===== config.mk =====
export PLATFORM = sky130hd
export DESIGN_NAME = synth_poly
export DESIGN_NICKNAME = d
export VERILOG_FILES = /design/src/rtl/synth_pkg.sv /design/src/rtl/synth_poly_env.sv /design/src/rtl/synth_poly.sv
export SDC_FILE = /design/constraint.sdc
export NUM_CORES = 1
export LEC_CHECK = 0
export CAP_MARGIN = 20
export CORE_ASPECT_RATIO = 0.8
export CORE_MARGIN = 4
export CORE_UTILIZATION = 40
export CTS_CLUSTER_SIZE = 14
export DETAILED_ROUTE_END_ITERATION = 16
export GPL_ROUTABILITY_DRIVEN = 0
export GPL_TIMING_DRIVEN = 1
export MAX_ROUTING_LAYER = met4
export PLACE_DENSITY_LB_ADDON = 0.25
export SLEW_MARGIN = 0
export SYNTH_ARGS = -nofsm -noshare
export SYNTH_HDL_FRONTEND = slang
export SYNTH_SLANG_ARGS = --single-unit

===== constraint.sdc =====
create_clock -name clk -period 6.3 [get_ports clk]
set_input_delay 0.945 -clock clk [delete_from_list [all_inputs] [get_ports clk]]
set_output_delay 0.945 -clock clk [all_outputs]
set_load 0.02 [all_outputs]

===== src/rtl/synth_pkg.sv =====
// synth_pkg: shared definitions for the polyphonic synth voice engine.
//   - default parameter constants for synth_poly
//   - envelope state encoding used by synth_poly_env
//   - sat_add8: 8-bit add that saturates at 255
package synth_pkg;

  localparam int DEF_NVOICE     = 4;
  localparam int DEF_OSC_W      = 12;
  localparam int DEF_SAMPLE_DIV = 512;
  localparam int DEF_ENV_DIV    = 512;

  typedef enum logic [2:0] {
    ENV_IDLE    = 3'd0,
    ENV_ATTACK  = 3'd1,
    ENV_DECAY   = 3'd2,
    ENV_SUSTAIN = 3'd3,
    ENV_RELEASE = 3'd4
  } env_state_e;

  function automatic logic [7:0] sat_add8(input logic [7:0] a, input logic [7:0] b);
    logic [8:0] sum;
    sum = {1'b0, a} + {1'b0, b};
    return sum[8] ? 8'hFF : sum[7:0];
  endfunction

endpackage


===== src/rtl/synth_poly_env.sv =====
// synth_poly_env: one voice's ADSR envelope generator.
//   clk, rstn  : clock, asynchronous active-low reset
//   env_tick   : one-cycle enable; state and level only change on it
//   rise_flag  : sticky "gate went high" flag, forces (re)entry to ATTACK
//   gate       : synchronised gate level; low releases the voice
//   ai/di/s/ri : attack increment, decay decrement, sustain level, release decrement
//   env        : 8-bit envelope level
//   active     : high whenever the envelope is not IDLE
module synth_poly_env
  import synth_pkg::*;
(
  input  logic       clk,
  input  logic       rstn,
  input  logic       env_tick,
  input  logic       rise_flag,
  input  logic       gate,
  input  logic [7:0] ai,
  input  logic [7:0] di,
  input  logic [7:0] s,
  input  logic [7:0] ri,
  output logic [7:0] env,
  output logic       active
);

  env_state_e state_q, state_d;
  logic [7:0] env_q, env_d;
  logic [7:0] att_sum;

  assign att_sum = sat_add8(env_q, ai);

  always_comb begin
    state_d = state_q;
    env_d   = env_q;
    if (env_tick) begin
      if (rise_flag) begin
        // Retrigger keeps the present level so a re-struck note does not click.
        state_d = ENV_ATTACK;
      end else begin
        unique case (state_q)
          ENV_IDLE: begin
            env_d = 8'h00;
          end
          ENV_ATTACK: begin
            if (!gate) begin
              state_d = ENV_RELEASE;
            end else if (ai == 8'h00 || att_sum == 8'hFF) begin
              env_d   = 8'hFF;
              state_d = ENV_DECAY;
            end else begin
              env_d = att_sum;
            end
          end
          ENV_DECAY: begin
            if (!gate) begin
              state_d = ENV_RELEASE;
            end else if (s == 8'hFF || di == 8'h00) begin
              state_d = ENV_SUSTAIN;
            end else if (env_q <= di || (env_q - di) <= s) begin
              env_d   = s;
              state_d = ENV_SUSTAIN;
            end else begin
              env_d = env_q - di;
            end
          end
          ENV_SUSTAIN: begin
            if (!gate) begin
              state_d = ENV_RELEASE;
            end else begin
              env_d = s;
            end
          end
          ENV_RELEASE: begin
            if (ri == 8'h00 || env_q <= ri) begin
              env_d   = 8'h00;
              state_d = ENV_IDLE;
            end else begin
              env_d = env_q - ri;
            end
          end
          default: begin
            env_d   = 8'h00;
            state_d = ENV_IDLE;
          end
        endcase
      end
    end
  end

  always_ff @(posedge clk or negedge rstn) begin
    if (!rstn) begin
      state_q <= ENV_IDLE;
      env_q   <= 8'h00;
    end else begin
      state_q <= state_d;
      env_q   <= env_d;
    end
  end

  assign env    = env_q;
  assign active = (state_q != ENV_IDLE);

endmodule


===== src/rtl/synth_poly.sv =====
// synth_poly: NVOICE-voice square-wave synthesiser with per-voice ADSR.
//   clk, rstn    : clock, asynchronous active-low reset
//   trig         : per-voice gate (asynchronous, synchronised here)
//   osc_count    : per-voice half-period in sample ticks minus 1 (0 = silent)
//   adsr_*       : envelope settings shared by all voices
//   sample       : mixed output, updated once per sample tick
//   sample_valid : one-cycle strobe, NVOICE+1 cycles after the sample tick
//   voice_active : per-voice "envelope not IDLE"
module synth_poly
  import synth_pkg::*;
#(
  parameter int NVOICE     = DEF_NVOICE,
  parameter int OSC_W      = DEF_OSC_W,
  parameter int SAMPLE_DIV = DEF_SAMPLE_DIV,
  parameter int ENV_DIV    = DEF_ENV_DIV
) (
  input  logic                    clk,
  input  logic                    rstn,
  input  logic [NVOICE-1:0]       trig,
  input  logic [NVOICE*OSC_W-1:0] osc_count,
  input  logic [7:0]              adsr_ai,
  input  logic [7:0]              adsr_di,
  input  logic [7:0]              adsr_s,
  input  logic [7:0]              adsr_ri,
  output logic [15:0]             sample,
  output logic                    sample_valid,
  output logic [NVOICE-1:0]       voice_active
);

  localparam int SHIFT = $clog2(NVOICE);
  localparam int ACC_W = 16 + SHIFT;
  localparam int IDX_W = (NVOICE > 1) ? $clog2(NVOICE) : 1;
  localparam int SC_W  = (SAMPLE_DIV > 1) ? $clog2(SAMPLE_DIV) : 1;
  localparam int EC_W  = (ENV_DIV > 1) ? $clog2(ENV_DIV) : 1;

  // Tick generation: both rates come from free-running counters as enables.
  logic [SC_W-1:0] smp_cnt_q, smp_cnt_d;
  logic [EC_W-1:0] env_cnt_q, env_cnt_d;
  logic sample_tick, env_tick;

  assign sample_tick = (smp_cnt_q == SC_W'(SAMPLE_DIV - 1));
  assign env_tick    = sample_tick && (env_cnt_q == EC_W'(ENV_DIV - 1));

  // Gate synchroniser; s3 is only the previous s2 for edge detection.
  logic [NVOICE-1:0] trig_s1_q, trig_s2_q, trig_s3_q;
  logic [NVOICE-1:0] rise_flag_q, rise_flag_d;

  // MAC datapath
  logic [NVOICE-1:0]   osc_bits;
  logic [NVOICE*8-1:0] env_all;
  logic [NVOICE-1:0]   osc_snap_q, osc_snap_d;
  logic [NVOICE*8-1:0] env_snap_q, env_snap_d;
  logic                mac_busy_q, mac_busy_d;
  logic                mac_done_q, mac_done_d;
  logic [IDX_W-1:0]    mac_idx_q, mac_idx_d;
  logic [ACC_W-1:0]    acc_q, acc_d;
  logic [15:0]         sample_q, sample_d;
  logic                sample_valid_q, sample_valid_d;
  logic [7:0]          mac_osc, mac_env;
  logic [15:0]         mac_prod;

  assign mac_osc  = osc_snap_q[mac_idx_q] ? 8'hFF : 8'h00;
  assign mac_env  = env_snap_q[{mac_idx_q, 3'b000} +: 8];
  assign mac_prod = mac_osc * mac_env;

  always_comb begin
    smp_cnt_d = sample_tick ? '0 : smp_cnt_q + 1'b1;
    env_cnt_d = env_cnt_q;
    if (sample_tick) begin
      env_cnt_d = (env_cnt_q == EC_W'(ENV_DIV - 1)) ? '0 : env_cnt_q + 1'b1;
    end
    // A rise in the same cycle as the clearing tick is kept for the next tick.
    rise_flag_d = (env_tick ? '0 : rise_flag_q) | (trig_s2_q & ~trig_s3_q);
  end

  always_comb begin
    osc_snap_d     = osc_snap_q;
    env_snap_d     = env_snap_q;
    mac_busy_d     = mac_busy_q;
    mac_done_d     = 1'b0;
    mac_idx_d      = mac_idx_q;
    acc_d          = acc_q;
    sample_d       = sample_q;
    sample_valid_d = 1'b0;
    if (mac_busy_q) begin
      acc_d     = acc_q + ACC_W'(mac_prod);
      mac_idx_d = mac_idx_q + 1'b1;
      if (mac_idx_q == IDX_W'(NVOICE - 1)) begin
        mac_busy_d = 1'b0;
        mac_done_d = 1'b1;
      end
    end
    if (mac_done_q) begin
      sample_d       = 16'(acc_q >> SHIFT);
      sample_valid_d = 1'b1;
    end
    // Freeze the voice values seen at the tick so envelope updates landing
    // during the MAC cannot tear the sample.
    if (sample_tick) begin
      osc_snap_d = osc_bits;
      env_snap_d = env_all;
      acc_d      = '0;
      mac_idx_d  = '0;
      mac_busy_d = 1'b1;
    end
  end

  always_ff @(posedge clk or negedge rstn) begin
    if (!rstn) begin
      smp_cnt_q      <= '0;
      env_cnt_q      <= '0;
      trig_s1_q      <= '0;
      trig_s2_q      <= '0;
      trig_s3_q      <= '0;
      rise_flag_q    <= '0;
      osc_snap_q     <= '0;
      env_snap_q     <= '0;
      mac_busy_q     <= 1'b0;
      mac_done_q     <= 1'b0;
      mac_idx_q      <= '0;
      acc_q          <= '0;
      sample_q       <= '0;
      sample_valid_q <= 1'b0;
    end else begin
      smp_cnt_q      <= smp_cnt_d;
      env_cnt_q      <= env_cnt_d;
      trig_s1_q      <= trig;
      trig_s2_q      <= trig_s1_q;
      trig_s3_q      <= trig_s2_q;
      rise_flag_q    <= rise_flag_d;
      osc_snap_q     <= osc_snap_d;
      env_snap_q     <= env_snap_d;
      mac_busy_q     <= mac_busy_d;
      mac_done_q     <= mac_done_d;
      mac_idx_q      <= mac_idx_d;
      acc_q          <= acc_d;
      sample_q       <= sample_d;
      sample_valid_q <= sample_valid_d;
    end
  end

  for (genvar gi = 0; gi < NVOICE; gi++) begin : g_voice
    logic [OSC_W-1:0] period;
    logic [OSC_W-1:0] osc_cnt_q, osc_cnt_d;
    logic             osc_out_q, osc_out_d;

    assign period = osc_count[gi*OSC_W +: OSC_W];

    always_comb begin
      osc_cnt_d = osc_cnt_q;
      osc_out_d = osc_out_q;
      if (sample_tick) begin
        if (period == '0) begin
          osc_cnt_d = '0;
          osc_out_d = 1'b0;
        end else if (osc_cnt_q == period) begin
          osc_cnt_d = '0;
          osc_out_d = ~osc_out_q;
        end else begin
          osc_cnt_d = osc_cnt_q + 1'b1;
        end
      end
    end

    always_ff @(posedge clk or negedge rstn) begin
      if (!rstn) begin
        osc_cnt_q <= '0;
        osc_out_q <= 1'b0;
      end else begin
        osc_cnt_q <= osc_cnt_d;
        osc_out_q <= osc_out_d;
      end
    end

    assign osc_bits[gi] = osc_out_q;

    synth_poly_env u_env (
      .clk       (clk),
      .rstn      (rstn),
      .env_tick  (env_tick),
      .rise_flag (rise_flag_q[gi]),
      .gate      (trig_s2_q[gi]),
      .ai        (adsr_ai),
      .di        (adsr_di),
      .s         (adsr_s),
      .ri        (adsr_ri),
      .env       (env_all[gi*8 +: 8]),
      .active    (voice_active[gi])
    );
  end

  assign sample       = sample_q;
  assign sample_valid = sample_valid_q;

endmodule


**Run 1: signal wires on met3**

Cells faint in the background.
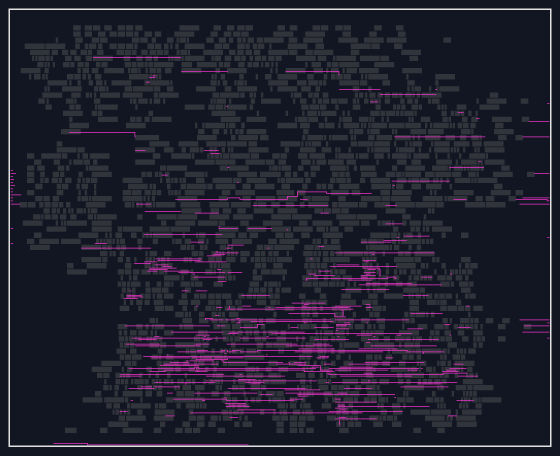
main direction: horizontal
share of all routed wire: 7.8%
wire length on this layer: 3840 um
longest straight run: 76.4 um
Routed WL: 49500 um
M3 GR Usage: 3.59%
DR vias: 14784

**Run 1: clock network drawn from the DEF**

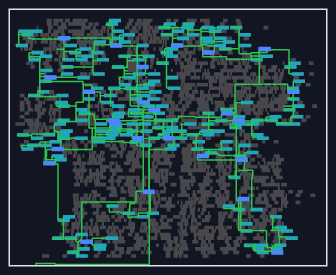
legend:
  green:
    item: clock wires
    length: 3250 um
  blue:
    item: clock drivers
    count: 25
  cyan:
    item: flip-flops
    count: 205
flops lie: all over the die
Worst-Skew Late Latency: 0.56 ns
clock skew: 0.0206 ns

==> summary.txt, run 1 <==
IO Port Bufs -> 106
Worst EP arrival -> 6.09 ns
Detail Route Antenna Nets -> 0
compound-cell area share of the yosys netlist -> 16.8%
hold depth -> 0
critical path depth -> 20
Core Region -> 42400 um2
TritonCTS buffer count -> 25
period utilisation layout -> 90.4%
VDD IR max -> 0.000165 V
Congestion Overflow GR -> 0
Top Consumer -> the clock network
Synthesized Nets -> 2188
fp util -> 40.9%
# Cells Yosys -> 1871
CTS Buffer Depth -> 3
Top logic family -> adder cells
die footprint -> 46800 um2
H-tree levels -> 1
most frequent logic cell in the layout -> dfrtp_1
ant diodes -> 0
Boundary Pins -> 107
Syn Area/Cell -> 9.28 um2
Synth Area in XOR/XNOR -> 8.73%
CP Capture Type -> flip-flop
Pre-Repair DR Iteration Count -> 5
Sw Share -> 27.2%
HP Class -> reg -> reg
critical path launch point -> mac_idx_q[0]
crit path capture -> acc_q[17]
Startpoint Class -> flip-flop
Int Pwr -> 2.36 mW
Yosys chip area -> 17400 um2
status -> complete, no violations
post-DP HPWL -> 37700 um
asr flop ratio synth -> 100%
tool warnings -> 32
commonest cells after routing, fill and taps aside -> dfrtp_1 (204), ha_1 (181), nor2_1 (159)
hold-fix buffers at CTS -> 0
post-synth cell types -> 83
fa+ha+maj area frac -> 18.8%
Starting DRT DRC Count -> 1479
RSZ-0062 raised after global routing -> false
min Tclk post-route -> 5.70 ns
Sw Pwr -> 882 uW
Max Transition Viols Final -> 0
launch point of the worst reg-to-reg path -> mac_idx_q[0]
hold path endpoint -> trig_s2_q[3]
Cells after Synth -> 1871
fill count -> 4021
Final setup viols -> 0
Dominant flop cell -> dfrtp_1
via-per-instance ratio -> 5.83
Clk pwr share -> 45.5%
die y size -> 194 um
Syn Std Cell Area -> 17400 um2
met1 Resource Use GR -> 30.3%
Worst Hold Launch -> trig_s1_q[3]
mux share -> 6.21%
R2R setup slack -> 0.60 ns
Sink Count -> 205
LEAKAGE -> 8.78 nW
vias in the first global route -> 14413
worst-margin pin slew -> 0.958 ns
**Run 1: selected gate families**

Scale bar: 50 um.
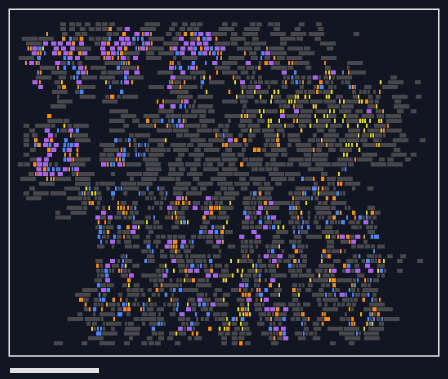
legend:
  orange:
    family: NOR gates
    cells: 259
    where: all over the die
  yellow:
    family: inverters
    cells: 158
  purple:
    family: XOR/XNOR gates
    cells: 173
  blue:
    family: NAND gates
    cells: 216
    where: all over the die

-- run 1: final cells by class --
class	instances	area share [%]
timing repair buffer	118	5.82
multi-input combinational	1460	57.7
sequential	205	25.8
clock buffer	31	3.41
clock inverter	14	0.787
inverter	158	2.99
tap	552	3.48
-- run 1: stage by stage --
step                worst slack, ns  power, mW  hold WS, ns  cells  cell area (um2)
global route                 0.0549       3.38        0.353   2538            19900
detailed placement            0.418       1.78        0.336   2493            19000
finish                        0.602       3.24        0.348   2538            19900
global placement              0.498       1.77        0.334   2493            19000
CTS                           0.387       3.28        0.350   2538            19900
floorplan                     0.454       1.59        0.331   1871            17400
-- run 1: routing by layer --
layer	vias up	routed length (um)	share of wire (%)
met5	-	0	0
met4	0	1490	3.0
met3	116	3840	7.8
met2	536	21600	44
met1	7161	22500	46
li1	6971	-	-
--- run 2 (diff from run 1) ---
Settings changed: CORE_UTILIZATION 40 to 55, PLACE_DENSITY from default to 0.78, PLACE_DENSITY_LB_ADDON 0.25 to default.
**Run 2: selected gate families**

Scale bar: 50 um.
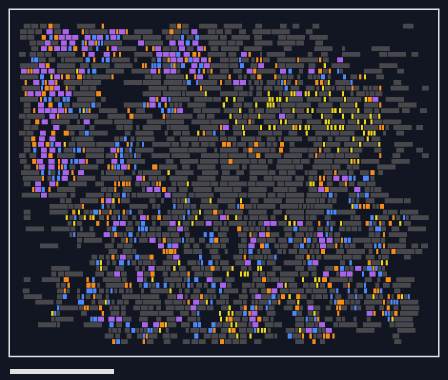
legend:
  blue:
    family: NAND gates
    cells: 216
    where: all over the die
  purple:
    family: XOR/XNOR gates
    cells: 173
    where: all over the die
  orange:
    family: NOR gates
    cells: 259
    where: all over the die
  yellow:
    family: inverters
    cells: 158
Comb area share: 58.4%
most frequent logic cell in the layout: dfrtp_1
Final Non-Filler Cells: 2396

==> run 2 against run 1 <==
Net effect: sequential share of layout area up 0.33 points; non-clock buffer count is 1 lower; count of clock-buffer cells in the layout is 4 lower; utilization rose by 17 points.
==> summary.txt, run 2 <==
Sw Share -> 27.0%
Syn Std Cell Area -> 17400 um2
M3 GR Usage -> 6.47%
Cells after DPL -> 2353
CTS Buffer Depth -> 3
HP Class -> in -> async
RSZ-0062 raised after global routing -> false
Worst EP arrival -> 6.25 ns
hold-fix buffers at CTS -> 0
worst-margin pin slew -> 0.981 ns
Syn Area/Cell -> 9.28 um2
VDD IR max -> 0.000163 V
highest metal used -> met4
Design Area, Final -> 19600 um2
status -> complete, no violations
LEAKAGE -> 8.73 nW
hold slack final -> 0.349 ns
metal2 WL -> 20700 um
asr flop ratio synth -> 100%
Core Region -> 30700 um2
Routed met1 length -> 20800 um
launch point of the worst reg-to-reg path -> mac_idx_q[1]
Starting DRT DRC Count -> 1328
post-place setup slack -> 0.388 ns
Dominant flop cell -> dfrtp_1
dpl cell area -> 18800 um2
clock skew -> 0.0102 ns
Sink Count -> 205
Top Consumer -> the clock network
post-DP HPWL -> 36200 um
met3 routed WL -> 4400 um
largest net degree at the start of global routing -> 76
H-tree levels -> 1
CP Capture Type -> flip-flop
WP buf/inv -> 4
Routed WL -> 48200 um
most frequent cells after synthesis -> dfrtp_1 (205), ha_1 (182), nor2_1 (159)
crit path capture -> acc_q[17]
TritonCTS buffer count -> 23
final setup margin -> 0.438 ns
vias in the first global route -> 14803
critical path depth -> 20
met1 Resource Use GR -> 38.3%
Clk pwr share -> 43.5%
via-per-instance ratio -> 6.21
Int Pwr -> 2.29 mW
# Cells Yosys -> 1871
Sw Pwr -> 846 uW
Detail Route Antenna Nets -> 0
Worst-Skew Late Latency -> 0.54 ns
die footprint -> 34500 um2
total power -> 3.13 mW
critical path launch point -> mac_idx_q[1]
fp util -> 56.5%
Cells after Synth -> 1871
tool warnings -> 32
min Tclk post-route -> 5.86 ns
Synthesized Nets -> 2188
Startpoint Class -> flip-flop
Boundary Pins -> 107
commonest cells after routing, fill and taps aside -> dfrtp_1 (204), ha_1 (181), nor2_1 (159)
R2R setup slack -> 0.44 ns
Congestion Overflow GR -> 0
**Run 2: clock network drawn from the DEF**

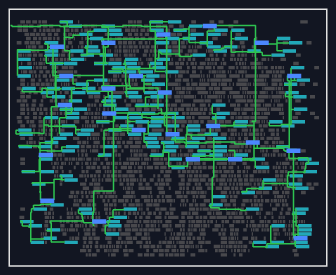
legend:
  green:
    item: clock wires
    length: 2920 um
  cyan:
    item: flip-flops
    count: 205
  blue:
    item: clock drivers
    count: 23
routed clock nets: 24

## run 2: cell counts after synthesis
Identical to the previous run, type by type.
## run 2: cells by family after synthesis
| kind of cell | after synthesis | share of synthesized area [%] |
|---|---|---|
| AOI/OAI and AO/OA | 428 | 16.8 |
| xor gates and xnor gates | 173 | 8.73 |
| adders and majority gates | 231 | 18.8 |
| buffers and inverters | 206 | 4.55 |
| DFF | 205 | 29.5 |
| muxes | 95 | 6.21 |
| and+or+nand+nor | 533 | 15.3 |
## run 2: final cells by class
| type | instances | area [um2] |
|---|---|---|
| antenna | 2 | 5.00 |
| clock buffer | 27 | 611 |
| timing repair buffer | 117 | 1150 |
| clock inverter | 14 | 150 |
| multi-input combinational | 1460 | 11500 |
| tap | 413 | 517 |
| inverter | 158 | 593 |
| sequential | 205 | 5130 |
| fill | 2534 | 11100 |
Power and IR drop assume default switching activity.
